==> run_1/power_grid.png <==
Pins as bars on the die edge. Tap cells in grey.
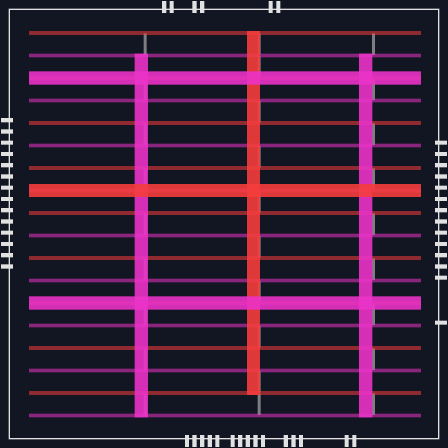
==> run_1/clk_routes.png <==
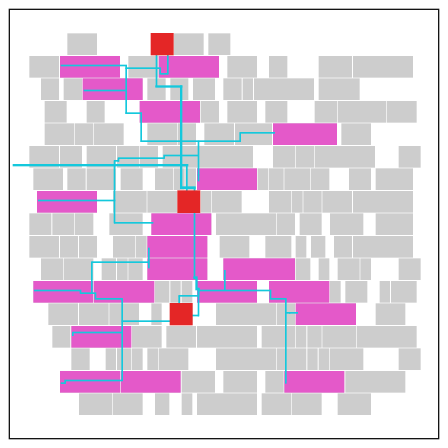
==> run_1/placement_by_type.png <==
Scale bar: 20 um.
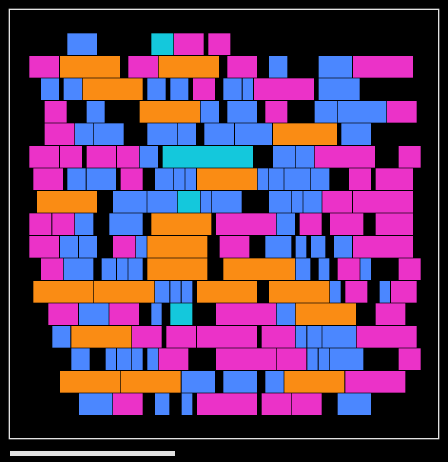
==> run_1/layer_met2.png <==
Scale bar: 20 um. Cells faint in the background.
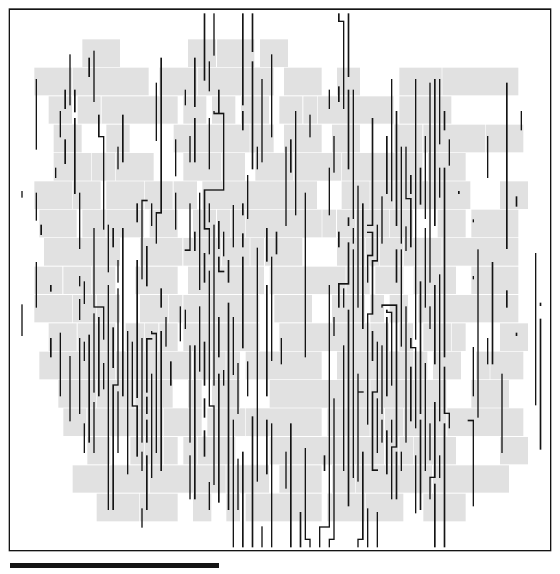
==> config.mk <==
export PLATFORM = sky130hd
export DESIGN_NAME = kl8e_console
export DESIGN_NICKNAME = d
export VERILOG_FILES = /design/src/rtl/kl8e_console.sv
export SDC_FILE = /design/constraint.sdc
export NUM_CORES = 1
export LEC_CHECK = 0
export CAP_MARGIN = 15
export CORE_MARGIN = 2
export CORE_UTILIZATION = 42
export DETAILED_ROUTE_END_ITERATION = 7
export PLACE_DENSITY = 0.84
export SYNTH_ARGS = -nofsm -noshare
export SYNTH_HDL_FRONTEND = slang
export SYNTH_SLANG_ARGS = --single-unit
==> constraint.sdc <==
create_clock -name clk -period 1.95 [get_ports clk]
set_input_delay 0.39 -clock clk [delete_from_list [all_inputs] [get_ports clk]]
set_output_delay 0.39 -clock clk [all_outputs]
set_load 0.1 [all_outputs]
==> src/rtl/kl8e_console.sv <==
// kl8e_console -- KL8E-style console teletype controller.
//
// Holds the keyboard buffer/flag, printer buffer/flag and interrupt enable.
// It decodes the group-603x (keyboard) and 604x (printer) IOT strobes from
// the IOT decoder and drives skip / AC-clear / AC-input back into the CPU
// datapath. Byte-wide valid/ready streams connect to the UART.
//
// Ports:
//   clk, reset         system clock; synchronous active-high reset
//   IR[2:0]            low octal digit of the IOT instruction
//   IOT603x, IOT604x   keyboard / printer device selects
//   DONE               one-cycle commit strobe at the end of the IOT
//   AC[7:0]            accumulator (printer data, KIE source in AC[0])
//   acClear, acIn      combinational AC clear / OR-in terms
//   skip               combinational skip request
//   irq                interrupt request
//   rxData/rxValid/rxReady   keyboard byte stream from the UART receiver
//   txData/txValid/txReady   printer byte stream to the UART transmitter
//   kbdFlag, ttyFlag   flag state for front panel / debug

module kl8e_console (
  input  logic       clk,
  input  logic       reset,
  input  logic [2:0] IR,
  input  logic       IOT603x,
  input  logic       IOT604x,
  input  logic       DONE,
  input  logic [7:0] AC,
  output logic       acClear,
  output logic [7:0] acIn,
  output logic       skip,
  output logic       irq,
  input  logic [7:0] rxData,
  input  logic       rxValid,
  output logic       rxReady,
  output logic [7:0] txData,
  output logic       txValid,
  input  logic       txReady,
  output logic       kbdFlag,
  output logic       ttyFlag
);

  localparam logic IDLE = 1'b0;
  localparam logic SEND = 1'b1;

  logic [7:0] kbd_buf;
  logic       kbd_flag;
  logic [7:0] tty_buf;
  logic       tty_flag;
  logic       ie;
  logic       state;

  // Commit-cycle strobes for each device.
  logic k_commit;
  logic t_commit;
  logic rx_fire;
  logic tx_fire;
  logic kbd_clear;
  logic tty_clear;
  logic tty_set;
  logic tx_start;

  assign k_commit  = IOT603x & DONE;
  assign t_commit  = IOT604x & DONE;
  assign rx_fire   = rxValid & ~kbd_flag;
  assign tx_fire   = (state == SEND) & txReady;

  // KCF, KCC, KRB clear the keyboard flag.
  assign kbd_clear = k_commit & ((IR == 3'd0) | (IR == 3'd2) | (IR == 3'd6));
  // TCF, TLS clear the printer flag; TFL sets it.
  assign tty_clear = t_commit & ((IR == 3'd2) | (IR == 3'd6));
  assign tty_set   = t_commit & (IR == 3'd0);
  // TPC/TLS only start a transfer when the transmitter is idle; a request
  // arriving mid-send is dropped rather than corrupting the held byte.
  assign tx_start  = t_commit & ((IR == 3'd4) | (IR == 3'd6)) & (state == IDLE);

  // CPU-facing decode follows the selects for the whole IOT, not just DONE.
  always_comb begin
    // NOTE: every output gets a default first so no path leaves it unassigned
    // and no latch is inferred.
    acClear = 1'b0;
    acIn    = 8'h00;
    skip    = 1'b0;
    if (IOT603x) begin
      case (IR)
        3'd1:    skip    = kbd_flag;
        3'd2:    acClear = 1'b1;
        3'd4:    acIn    = kbd_buf;
        3'd6: begin
          acClear = 1'b1;
          acIn    = kbd_buf;
        end
        default: ;
      endcase
    end else if (IOT604x) begin
      case (IR)
        3'd1:    skip = tty_flag;
        3'd5:    skip = kbd_flag | tty_flag;
        default: ;
      endcase
    end
  end

  always_ff @(posedge clk) begin
    // NOTE: state registers use non-blocking assignments so every update in
    // this block sees the pre-edge values of the others.
    if (reset) begin
      kbd_buf  <= 8'h00;
      kbd_flag <= 1'b0;
      tty_buf  <= 8'h00;
      tty_flag <= 1'b0;
      ie       <= 1'b1;
      state    <= IDLE;
    end else begin
      // Keyboard: capture only happens while the flag is clear, so a flag
      // clear and a capture can only coincide when the flag is already 0.
      if (rx_fire) begin
        kbd_buf  <= rxData;
        kbd_flag <= 1'b1;
      end else if (kbd_clear) begin
        kbd_flag <= 1'b0;
      end

      if (k_commit && IR == 3'd5)
        ie <= AC[0];

      // Printer flag: completion of a send wins over a same-cycle clear.
      if (tx_fire || tty_set)
        tty_flag <= 1'b1;
      else if (tty_clear)
        tty_flag <= 1'b0;

      case (state)
        IDLE: begin
          if (tx_start) begin
            tty_buf <= AC;
            state   <= SEND;
          end
        end
        SEND: begin
          if (txReady)
            state <= IDLE;
        end
        default: state <= IDLE;
      endcase
    end
  end

  assign rxReady = ~kbd_flag;
  assign txValid = (state == SEND);
  assign txData  = tty_buf;
  assign irq     = ie & (kbd_flag | tty_flag);
  assign kbdFlag = kbd_flag;
  assign ttyFlag = tty_flag;

endmodule

==> notes.md, run 1 <==
Implementation results are summarized by area below.

Setup path
The timing report notes that buffer and inverter cells on the critical path total 2. The slowest cell on the critical path is sky130_fd_sc_hd__clkdlybuf4s50_1. The biggest fanout along the worst timing path is 4. The worst setup path is captured at an output port. In this design, the stage delay of the slowest critical-path cell is around 450 ps.

Walking the worst path, the cells encountered are clkdlybuf4s50_1 -> nand2b_1 -> a21oi_4 -> buf_12. The category of cells accounting for the largest share of critical-path delay is buffers and inverters. The critical path is of the input port to output port type.

The worst setup path is launched from an input port. The worst endpoint data arrival time is roughly 1400 ps. The OpenROAD report gives the critical path a required time of ~1600 ps. The depth of the critical timing path with buffers and inverters included is 4. The worst reg-to-reg path cell count is 3.

Synthesis
After synthesis the netlist holds a flip-flop and latch count of 20. The area reported by Yosys stat is roughly 960 um^2. The synthesized instance count is 112. The synthesis report lists the Yosys warning total as 0.

The number of unique standard cell types used by synthesis is 26. A synthesized cell averages 8.546 um^2. For this run, the register share of the synthesized area comes to 0.4183. At floorplan, the net count of the design was reported as about 140. The number of cells reported by Yosys stat comes to between 100 and 150. The area of the mapped netlist is 957.2 um^2.

Route
The remaining routing DRC violations is 0. The count of routing violations after the opening detailed-route iteration is 12. According to the report, the first pass of detailed routing completed in 4 iterations.

The routed design shows a via density per instance of around 5.1. For this sky-water flow run, the detailed-routed wirelength per cell is reported as 14.73 um. The residual antenna-violating net count after detailed routing is 0.

Outcome
The run finished with clean final reports.

Power
The power report attributes to the combinational group a share of 0.269. The script extracted a net switching power of approximately 320 uW. Switching power as a fraction of the total was reported as 0.2991. The leakage dissipation is between 0.0007 and 0.0008 uW. Of the total power, the clock network draws 0.322. Of the total power, registers draw 0.409. The design internal power is 752.3 uW. The script computed a power per unit cell area of ~620 nW/um^2.

GRT
The largest net degree at the start of global routing is 17. The initial antenna violation count is 0. The global-route wire length before repair is ~4500 um. Overall routing resource usage recorded by global route was 0.2308.

The via count of the first global-routing pass is between 900 and 1000. Per the GRT congestion report, total overflow comes to 0.

Timing
The final sum of negative setup slack is 0 ps. Headroom to the max-slew limit came out at 0.6247. Pins over their slew limit in the final report were tallied at 0.

Setup repair after global routing left no endpoint under its margin. The final critical-path setup slack is about 160 ps. The final count of hold timing violations is 0. The final-report setup violation count is 0.

Dividing the final minimum period by the clock period gives 0.9186. The timing-limited maximum frequency is around 0.56 GHz. The worst path needs approximately 1800 ps of the cycle, external delays included.

The slew at the pin closest to its max-slew limit is about 560 ps.

Layout
According to the finish report, the design has a final net count of ~190. The growth of design area from synthesis to finish is 80.39%. In the layout the commonest cells are sky130_fd_sc_hd__clkdlybuf4s50_1, sky130_fd_sc_hd__nand2b_1, sky130_fd_sc_hd__nand2_1, sky130_fd_sc_hd__dfxtp_1, sky130_fd_sc_hd__buf_4. Among logic cells in the layout, the one with the most instances is sky130_fd_sc_hd__clkdlybuf4s50_1. 0 antenna diodes ended up in the layout. The final instance count without filler cells is 194. Of the cells placed in the final design, the portion with a size suffix greater than 1 is 0.3193.

Floorplanning
The chip occupies approximately 2700 um^2. The I/O pin total is approximately 49. For this configuration, the core starts out at a cell density of 0.4369.

Clock tree
The CTS tree is done. The clock-pin slew on the worst setup and hold paths is ~120 ps. The maximum root-to-sink buffer count is 2. The number of clock sinks is 20. The post-CTS setup repair buffer count is 0. CTS placed an instance of sky130_fd_sc_hd__clkbuf_4 at the clock tree root.

The CTS buffer count is 3. Per the CTS log, the maximum H-tree level is 1.

Flow run
The number of OpenROAD warnings is 26. The tally of max-capacitance violations is 0.

Worst hold path
The report gives the cell count of the worst hold path as 2. In this run the worst hold path is classified as flop to flop.

Placement
The routability congestion estimate from global placement is a little under 0.7. Setup slack on the worst path after placement came out at -62.82 ps. The detailed placer reported the number of placed instances as roughly 190.

Detailed placement ended at an HPWL of approximately 2100 um. Per the placement log, port buffering inserted around 48 buffers.
-- power_grid.png (at the start) --
net	colour
VSS	magenta
VDD	red
met1 rails	18
met5 straps	3
rows	17
tap cells	28
signal pins	49
maximum vdd drop: 0.0005410 V
floorplan die height: 51.74 um
core footprint: 2191 um^2
overall die width: 51.74 um

-- clk_routes.png (at the start) --
[clock drivers] red | count: 3
[clock wires] cyan | length: 238 um
[flip-flops] magenta | count: 20
routed clock nets	4
Worst-Skew Late Latency: 310 ps
power dissipated in the clock network: 346 uW
worst setup skew after layout: 3.395 ps

-- placement_by_type.png (at the start) --
class	colour	cells	share of their area
combinational and other logic	blue	85	34%
clock drivers and dummy loads	cyan	4	3.1%
sequential cells	orange	20	24%
remaining buffers and delay cells	magenta	57	39%
sequential share of cell area: 0.2348
cell row count: 17
fin util: 0.7881

-- layer_met2.png (at the start) --
nets with wire on the layer	174
wire length on this layer	1540 um
longest straight run	24.8 um
total wirelength of the detailed-routed design: 2857 um
vias after detailed routing: 993
met2 track utilization from global routing: 0.4231

## run 1: logic make-up (layout without fill, tap and decap cells)
| family | after synthesis | in the layout | share of synthesized area |
|---|---|---|---|
| and+or+nand+nor | 56 | 56 | 0.3228 |
| DFF | 20 | 20 | 0.4183 |
| AOI/OAI and AO/OA | 17 | 17 | 0.1124 |
| buffers and inverters | 10 | 64 | 0.05228 |
| muxes | 9 | 9 | 0.09412 |
## run 1: worst paths after layout
check | to | slack (ps) | start
hold reg to reg | kbd_buf[0] | 470 | kbd_buf[0]
setup reg to reg | kbd_buf[5] | 740 | kbdFlag
setup / recovery | skip | 160 | IR[1]
hold / removal | kbd_buf[0] | 470 | kbd_buf[0]
## run 1: metrics by stage
stage	power (uW)	hold WS, ps	area [um^2]
2_1_floorplan	607.2	431.9	973.4
3_3_place_gp	716.0	438.8	1603
6_report	1073	475.0	1727
5_1_grt	1106	506.1	1727
4_1_cts	1073	471.4	1717
3_5_place_dp	724.6	448.4	1603
## run 1: cell usage after synthesis (all sizes together)
master / number / area share
o21ba: 1 / 0.010
inv: 3 / 0.012
o22ai: 1 / 0.0065
o21a: 1 / 0.0078
nor3: 1 / 0.0052
and2: 2 / 0.013
nor2: 3 / 0.012
and3: 8 / 0.052
buf: 2 / 0.020
a41oi: 1 / 0.0092
dfxtp: 20 / 0.42
a31o: 1 / 0.0092
nand2b: 19 / 0.12
nand2: 18 / 0.071
mux2i: 9 / 0.094
a31oi: 1 / 0.0065
a21oi: 9 / 0.047
nor2b: 3 / 0.027
o211ai: 1 / 0.0078
o21bai: 1 / 0.0078
nand3: 1 / 0.0052
nor3b: 1 / 0.013
clkbuf: 5 / 0.021
## run 1: final cells by class
type / count / area, um^2
Clock buffer: 3 / 22.52
Clock inverter: 1 / 30.03
Fill cell: 137 / 464.2
Inverter: 3 / 11.26
Multi-Input combinational cell: 82 / 570.5
Sequential cell: 20 / 405.4
Tap cell: 28 / 35.03
Timing Repair Buffer: 57 / 651.9
## run 1: layer usage
layer,global-route usage,share of wire
met4,0.07018,0.012
met2,0.4231,0.54
met5,0,0
met3,0.03736,0.052
met1,0.2736,0.40
## run 1: registers in the layout, indices dropped and copies added, names as in the netlist
signal,flops
txValid,1
kbdFlag,1
ie,1
txData,8
kbd_buf,8
ttyFlag,1
## run 1: power groups by stage
| stage | Sequential, uW | Clock [uW] | Combinational [uW] |
|---|---|---|---|
| 2_1_floorplan | 490 | 0 | 117 |
| 3_3_place_gp | 445 | 0 | 271 |
| 6_report | 439 | 346 | 289 |
| 5_1_grt | 441 | 362 | 302 |
| 4_1_cts | 438 | 347 | 288 |
| 3_5_place_dp | 446 | 0 | 279 |
## run 1: worst reg2reg max path: cells and delay by family (launching register included)
kind | cells | cell delay, ps
and+or+nand+nor | 2 | 580
DFF | 1 | 400
AOI/OAI and AO/OA | 1 | 160
## run 1: timing repair
action | CTS | global route
gates resized | 16 | 3
endpoints found under the setup margin | 9 | 2
gates cloned | 1 | 0
hold buffers | 0 | 0
pin swaps | 1 | 1
==> run 2: changes to the inputs <==
--- a/config.mk
+++ b/config.mk
@@ -5,6 +5,7 @@
 export SDC_FILE = /design/constraint.sdc
 export NUM_CORES = 1
 export LEC_CHECK = 0
+export ABC_CLOCK_PERIOD_IN_PS = 1950
 export CAP_MARGIN = 15
 export CORE_MARGIN = 2
 export CORE_UTILIZATION = 42
==> run_2/clk_routes.png <==
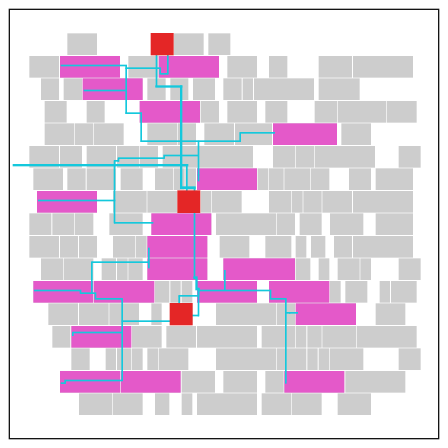
[clock wires] cyan | length: 238 um
[flip-flops] magenta | count: 20
[clock drivers] red | count: 3
routed clock nets	4
clock power share: 0.322

==> run_2/placement_by_type.png <==
Scale bar: 20 um.
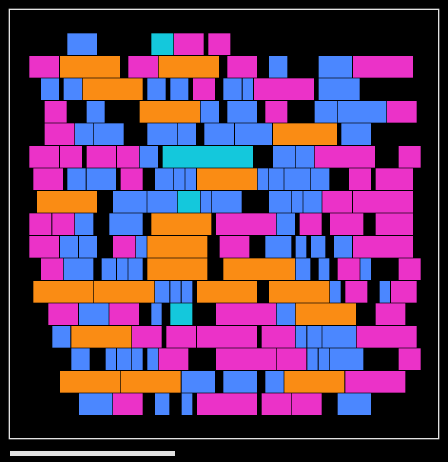
design area: 1727 um^2

==> run 2 against run 1 <==
Compared with the run above: sequential power barely moved; fmax is the same; worst setup slack is the same; combinational power hardly changed; critical path depth is the same; clock skew unchanged; clock power hardly changed; power unchanged; die size unchanged; largest cell class unchanged; final area stayed put; via count unchanged.
==> notes.md, run 2 <==
Implementation results are summarized by area below.

Clock tree
The number of clock sinks was 20 (unchanged). The clock-pin slew on the worst setup and hold paths is 120 ps (about the same). The post-CTS setup repair buffer count was 0 (unchanged). The CTS tree is done (unchanged). The cell at the root of the clock tree is sky130_fd_sc_hd__clkbuf_4 (unchanged). The count of hold buffers inserted by post-cts repair is 0 (unchanged). The H-tree depth reported by CTS is 1 (unchanged).

Synthesis
The area share of the leading cell type in the synthesized netlist is 0.4183 (unchanged). The count of mapped cells out of synthesis is 112 (unchanged). The number of storage elements in the synthesis netlist is 20 (unchanged). The post-synthesis area per instance is 8.546 um^2 (unchanged). The cell total in the yosys stat output is 112 (unchanged). The number of flops mapped to enable cells by yosys is 0 (unchanged).

The most common cell in the netlist is sky130_fd_sc_hd__dfxtp_1 (unchanged). The sequential-to-total area share from yosys stat was 0.4183 (unchanged). The area reported by Yosys stat came to 957.2 um^2 (unchanged). The fraction of registers with async set/reset is 0 (unchanged). The cell type contributing the most total cell area after synthesis was sky130_fd_sc_hd__dfxtp_1 (unchanged). The area of the mapped netlist is 957.2 um^2 (unchanged). The most instantiated flip-flop cell in the synthesis netlist is sky130_fd_sc_hd__dfxtp_1 (unchanged). The total nets after synthesis is 138 (unchanged).

Flow run
The tally of max-capacitance violations is 0 (unchanged).

Timing
The post-route fraction of the period consumed by the critical path came to 0.9186 (unchanged). The final count of hold timing violations is 0 (unchanged). The max-slew violation total from the final report is 0 (unchanged).

The slew at the pin closest to its max-slew limit came to 561.8 ps (unchanged). The worst hold slack is 475.0 ps (unchanged). The final-report setup violation count came to 0 (unchanged). The clock period minus final worst setup slack is 1791 ps (unchanged).

Layout
The growth of design area from synthesis to finish came to 80.39% (unchanged). Most frequently placed logic cells in the final layout: sky130_fd_sc_hd__clkdlybuf4s50_1, sky130_fd_sc_hd__nand2b_1, sky130_fd_sc_hd__nand2_1, sky130_fd_sc_hd__dfxtp_1, sky130_fd_sc_hd__buf_4 (unchanged). The number of nets in the finished design came to 193 (unchanged). The most used logic cell in the final layout is sky130_fd_sc_hd__clkdlybuf4s50_1 (unchanged).

The fill cell instance count of the final layout is 137 (unchanged). The fraction of final layout cells with drive strength greater than 1 is 0.3193 (unchanged). The number of antenna diodes is 0 (unchanged).

The final instance count without filler cells was 194 (unchanged).

Route
The count of routing violations after the opening detailed-route iteration is 12 (unchanged). The via count is 993 (unchanged). The remaining routing DRC violations was 0 (unchanged). The number of vias per cell after detailed routing was 5.119 (unchanged).

The first-pass iteration count of the detailed router is 4 (unchanged). The total detailed-routing wirelength is 2857 um (unchanged). The average wire per standard cell is 14.73 um (unchanged). The residual antenna-violating net count after detailed routing is 0 (unchanged).

Setup path
The startpoint of the worst-slack reg-to-reg timing path is kbdFlag (unchanged). The worst reg-to-reg path cell count is 3 (unchanged). The launching element of the worst setup path is IR[1] (unchanged). The slowest cell on the critical path is sky130_fd_sc_hd__clkdlybuf4s50_1 (unchanged). The setup slack of the most critical reg-to-reg path came to 740 ps (about the same). The capturing element type of the critical path is an output port (unchanged).

The biggest fanout along the worst timing path is 4 (unchanged). The required time reported for the critical path endpoint is 1560 ps (about the same). The nature of the critical path startpoint is an input port (unchanged).

GRT
The largest net degree at the start of global routing is 17 (unchanged). The global-route wire length before repair is 4485 um (unchanged). The initial antenna violation count was 0 (unchanged).

The sum of overflow across all layers after global routing is 0 (unchanged). The total global routing track utilization is 0.2308 (unchanged). The via count of the first global-routing pass was 982 (unchanged).

Power
The power density normalized to cell area is 621.7 nW/um^2 (unchanged). The leakage dissipation came to 0.0007035 uW (unchanged). The maximum resistive drop on vdd is 0.0005410 V (unchanged).

Placement
The port buffer count was 48 (unchanged). The total placed instance area came to 1603 um^2 (unchanged). The post-placement cell count came to 189 (unchanged). The routability congestion estimate from global placement is 0.6923 (unchanged).

Floorplanning
The standard-cell row count is 17 (unchanged). The area of the core region is 2191 um^2 (unchanged). The starting density of the core is 0.4369 (unchanged). The height of the die is 51.74 um (unchanged). The area of the die is 2677 um^2 (unchanged). The I/O pin total was 49 (unchanged). The die extent in x came to 51.74 um (unchanged).

Worst hold path
The number of cells traversed by the worst hold path is 2 (unchanged). The hold path startpoint is kbd_buf[0] (unchanged). The class of the tightest hold or removal check is flop to flop (unchanged).

Outcome
Status: finished clean (unchanged).
==> run 2: cells by family after synthesis <==
kind of cell	after synthesis	synth area share
muxes	9	0.09412
DFF	20	0.4183
buffers and inverters	10	0.05228
AOI/OAI and AO/OA	17	0.1124
and+or+nand+nor	56	0.3228
==> run 2: final cells by class <==
class	instances	area share
Tap cell	28	0.02029
Clock inverter	1	0.01739
Sequential cell	20	0.2348
Timing Repair Buffer	57	0.3775
Clock buffer	3	0.01304
Inverter	3	0.006522
Multi-Input combinational cell	82	0.3304
==> run 2: where the power goes <==
group	internal, uW	switching, uW
clock network	208	138
registers	425	13.8
logic	119	169
==> run 2: layer usage <==
| layer | track usage | up-vias | routed length (um) |
|---|---|---|---|
| met3 | 0.03736 | 4 | 148 |
| met2 | 0.4231 | 40 | 1540 |
| met1 | 0.2736 | 465 | 1133 |
| met4 | 0.07018 | 0 | 34 |
| li1 | - | 484 | - |
| met5 | 0 | - | 0 |
==> run 2: what timing repair did <==
action                                  4_1_cts  5_1_grt
pin swaps                                     1        1
endpoints found under the setup margin        9        2
resized                                      16        3
gates cloned                                  1        0
==> run 2: stage by stage <==
step	setup WS, ps	utilization	total power, uW
after floorplan	34.31	-	607.2
after CTS	6.026	0.7836	1073
final	158.8	0.7881	1073
after detailed placement	-62.82	0.7316	724.6
after global placement	14.77	0.7316	716.0
after global routing	123.7	0.7881	1106
==> run 2: worst paths after layout <==
path / endpoint
max: skip
max reg2reg: kbd_buf[5]
min: kbd_buf[0]
min reg2reg: kbd_buf[0]
==> run 2: worst max-delay path, delay by kind of cell <==
| family | cells | cell delay, ps |
|---|---|---|
| AND/OR/NAND/NOR | 1 | 220 |
| AND-OR/OR-AND | 1 | 150 |
| buffers and inverters | 2 | 640 |
==> run 3: changes to the inputs <==
==> config.mk (replaced) <==
export PLATFORM = sky130hd
export DESIGN_NAME = kl8e_console
export DESIGN_NICKNAME = d
export VERILOG_FILES = /design/src/rtl/kl8e_console.sv
export SDC_FILE = /design/constraint.sdc
export NUM_CORES = 1
export LEC_CHECK = 0
export ABC_CLOCK_PERIOD_IN_PS = 1990
export CAP_MARGIN = 15
export CORE_MARGIN = 2
export CORE_UTILIZATION = 39
export DETAILED_ROUTE_END_ITERATION = 7
export PLACE_DENSITY = 0.79
export SYNTH_ARGS = -nofsm -noshare
export SYNTH_HDL_FRONTEND = slang
export SYNTH_SLANG_ARGS = --single-unit
==> constraint.sdc (replaced) <==
create_clock -name clk -period 1.99 [get_ports clk]
set_input_delay 0.398 -clock clk [delete_from_list [all_inputs] [get_ports clk]]
set_output_delay 0.398 -clock clk [all_outputs]
set_load 0.1 [all_outputs]
==> run_3/placement_by_type.png <==
Scale bar: 20 um.
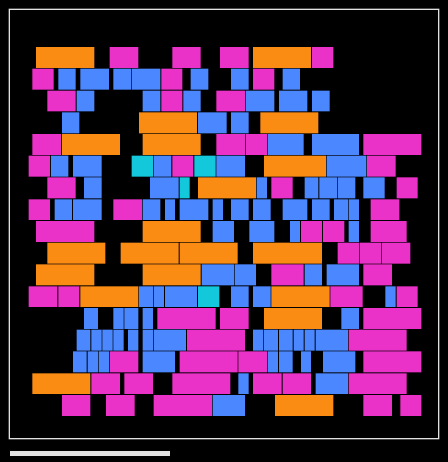
class	colour	cells	share of their area
sequential cells	orange	20	25%
remaining buffers and delay cells	magenta	56	38%
clock drivers and dummy loads	cyan	4	1.6%
combinational and other logic	blue	85	35%
core footprint: 2276 um^2
design area: 1674 um^2
fin util: 0.7356
sequential share of cell area: 0.2422

==> run_3/power_grid.png <==
Pins as bars on the die edge. Tap cells in grey.
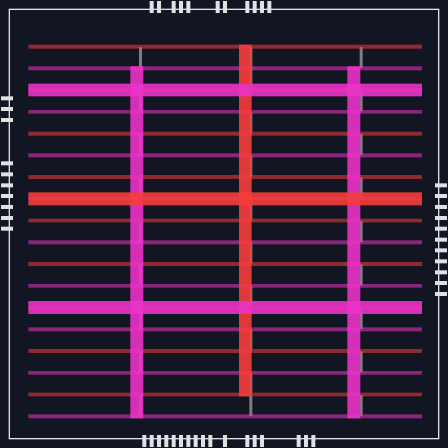
net	colour
VDD	red
VSS	magenta
met5 straps	3
tap cells	28
met4 straps	3
rows	17
met1 rails	18
maximum vdd drop: 0.0004122 V
overall die width: 53.54 um
floorplan die height: 53.54 um

==> run 3 against run 2 <==
Compared with the run above: worst setup slack got worse by 120 ps; highest routed layer is now met3; flip-flop count did not move; power fell by 17%; combinational power fell by 5%.
==> notes.md, run 3 <==
Implementation results are summarized by area below.

Synthesis
The fraction of registers with async set/reset was 0 (unchanged). The sequential-to-total area share from yosys stat is 0.4183 (unchanged). The area of the mapped netlist is 957.2 um^2 (unchanged). The area share of the leading cell type in the synthesized netlist came to 0.4183 (unchanged). The count of mapped cells out of synthesis came to 112 (unchanged). The cell type contributing the most total cell area after synthesis is sky130_fd_sc_hd__dfxtp_1 (unchanged). The total nets after synthesis is 138 (unchanged). The area reported by Yosys stat is 957.2 um^2 (unchanged). The number of unique standard cell types used by synthesis was 26 (unchanged). The number of warnings printed during yosys synthesis came to 0 (unchanged).

Clock tree
The clock latency on the worst-skew pair is 290 ps (was 310 ps). The number of clock sinks was 20 (unchanged). The count of hold buffers inserted by post-cts repair is 0 (unchanged). The cell at the root of the clock tree is sky130_fd_sc_hd__clkbuf_4 (unchanged). The CTS tree is done (unchanged). The post-CTS setup repair buffer count is 0 (unchanged). The number of gates resized after cts came to 0 (was 16). The maximum root-to-sink buffer count is 2 (unchanged).

Floorplanning
The standard-cell row count is 17 (unchanged). The area of the die is 2867 um^2 (was 2677 um^2).

Layout
The growth of design area from synthesis to finish is 74.90% (was 80.39%). The fraction of final layout cells with drive strength greater than 1 is 0.3030 (was 0.3193). The number of antenna diodes was 0 (unchanged). The number of nets in the finished design is 192 (was 193).

The most used logic cell in the final layout is sky130_fd_sc_hd__clkdlybuf4s50_1 (unchanged). Most frequently placed logic cells in the final layout: sky130_fd_sc_hd__clkdlybuf4s50_1, sky130_fd_sc_hd__nand2b_1, sky130_fd_sc_hd__nand2_1, sky130_fd_sc_hd__dfxtp_1, sky130_fd_sc_hd__buf_4 (unchanged).

Timing
The flow reports an fmax of about 0.5 GHz. The setup clock skew after layout is 10.33 ps (was 3.395 ps). The clock period minus final worst setup slack is a little under 2000 ps. Unrepaired setup endpoints after global routing: false (unchanged). The slew at the pin closest to its max-slew limit was 634.5 ps (was 561.8 ps). The headroom to the max-slew limit came to 0.5757 (was 0.6247). The final-report setup violation count is 0 (unchanged). The max-slew violation total from the final report was 0 (unchanged). The post-route fraction of the period consumed by the critical path is 0.9793.

Placement
The routability congestion estimate from global placement is 0.7155 (was 0.6923). The port buffer count is 48 (unchanged).

Power
The leakage dissipation came to 0.0006717 uW (was 0.0007035 uW). The overall power of the completed layout is 896.2 uW (was 1073 uW). The power density normalized to cell area is 535.3 nW/um^2 (was 621.7 nW/um^2).

Setup path
The biggest fanout along the worst timing path is 3 (was 4). The worst setup path category is input port to output port (unchanged). The required time reported for the critical path endpoint is 1590 ps (was 1560 ps). The capturing element type of the critical path was an output port (unchanged). The worst reg-to-reg path cell count came to 3 (unchanged).

GRT
The global-route wire length before repair is 3381 um (was 4485 um). The initial antenna violation count is 0 (unchanged). The sum of overflow across all layers after global routing is 0 (unchanged). The via count of the first global-routing pass was 828 (was 982).

Outcome
Status: finished clean (unchanged).

Route
The first-pass iteration count of the detailed router is 4 (unchanged). The via count was 906 (was 993). The total detailed-routing wirelength is 2328 um (was 2857 um). The remaining routing DRC violations is 0 (unchanged). The count of routing violations after the opening detailed-route iteration is 18 (was 12). The number of vias per cell after detailed routing is 4.694 (was 5.119).

The residual antenna-violating net count after detailed routing is 0 (unchanged).

Flow run
The number of OpenROAD warnings is 26 (unchanged). The tally of max-capacitance violations is 0 (unchanged).

Worst hold path
The class of the tightest hold or removal check is flop to flop (unchanged).
==> run 3: cell types whose count changed in the layout (fill, tap and decap cells not counted), sizes merged <==
cell,previous run,this run
clkdlybuf4s50,22,24
clkbuf,3,4
bufinv,1,0
buf,32,31
dlymetal6s2s,2,1
dlygate4sd2,1,0
==> run 3: cells by family after synthesis <==
kind of cell	share of synthesized area
AOI/OAI and AO/OA	0.1124
buffers and inverters	0.05228
DFF	0.4183
muxes	0.09412
and+or+nand+nor	0.3228
==> run 3: final cells by class <==
type,instances,area (um^2)
multi-input cells,82,565.5
fillers,158,601.8
flip-flops and latches,20,405.4
inverters,3,11.26
clock buffers,4,26.28
repair buffers,56,630.6
well taps,28,35.03
==> run 3: report_power, final <==
part / switching (uW) / internal [uW]
sequential: 12.0 / 416
combinational: 160 / 115
clock: 115 / 77.9
total: 287 / 609
==> run 3: worst paths after layout <==
path         slack [ps]       start    endpoint
min                 460  kbd_buf[0]  kbd_buf[0]
max reg2reg         880     kbdFlag  kbd_buf[5]
min reg2reg         460  kbd_buf[0]  kbd_buf[0]
max                  40       IR[2]        skip
==> run 3: stage by stage <==
stage	instance area [um^2]	setup slack, ps	cells	hold WS [ps]
6_report	1674	41.26	193	461.8
5_1_grt	1674	6.658	193	482.3
4_1_cts	1609	18.48	192	460.0
3_5_place_dp	1583	28.67	188	444.3
3_3_place_gp	1583	42.48	188	435.8
2_1_floorplan	973.4	58.31	112	431.9
==> run 3: worst max-delay path, delay by kind of cell <==
kind                   cells  cell delay, ps
buffers and inverters      2             620
AOI/OAI and AO/OA          2             360
and+or+nand+nor            1             170
==> run 3: metal layers <==
layer  wire length [um]  track usage  vias up
met3                115      0.02778        0
met1               1035       0.1923      405
met5                  0            0        -
met4                  0      0.03846        0
met2               1178       0.2901       23
li1                   -            -      478
Power is estimated from default activity; no workload was simulated.
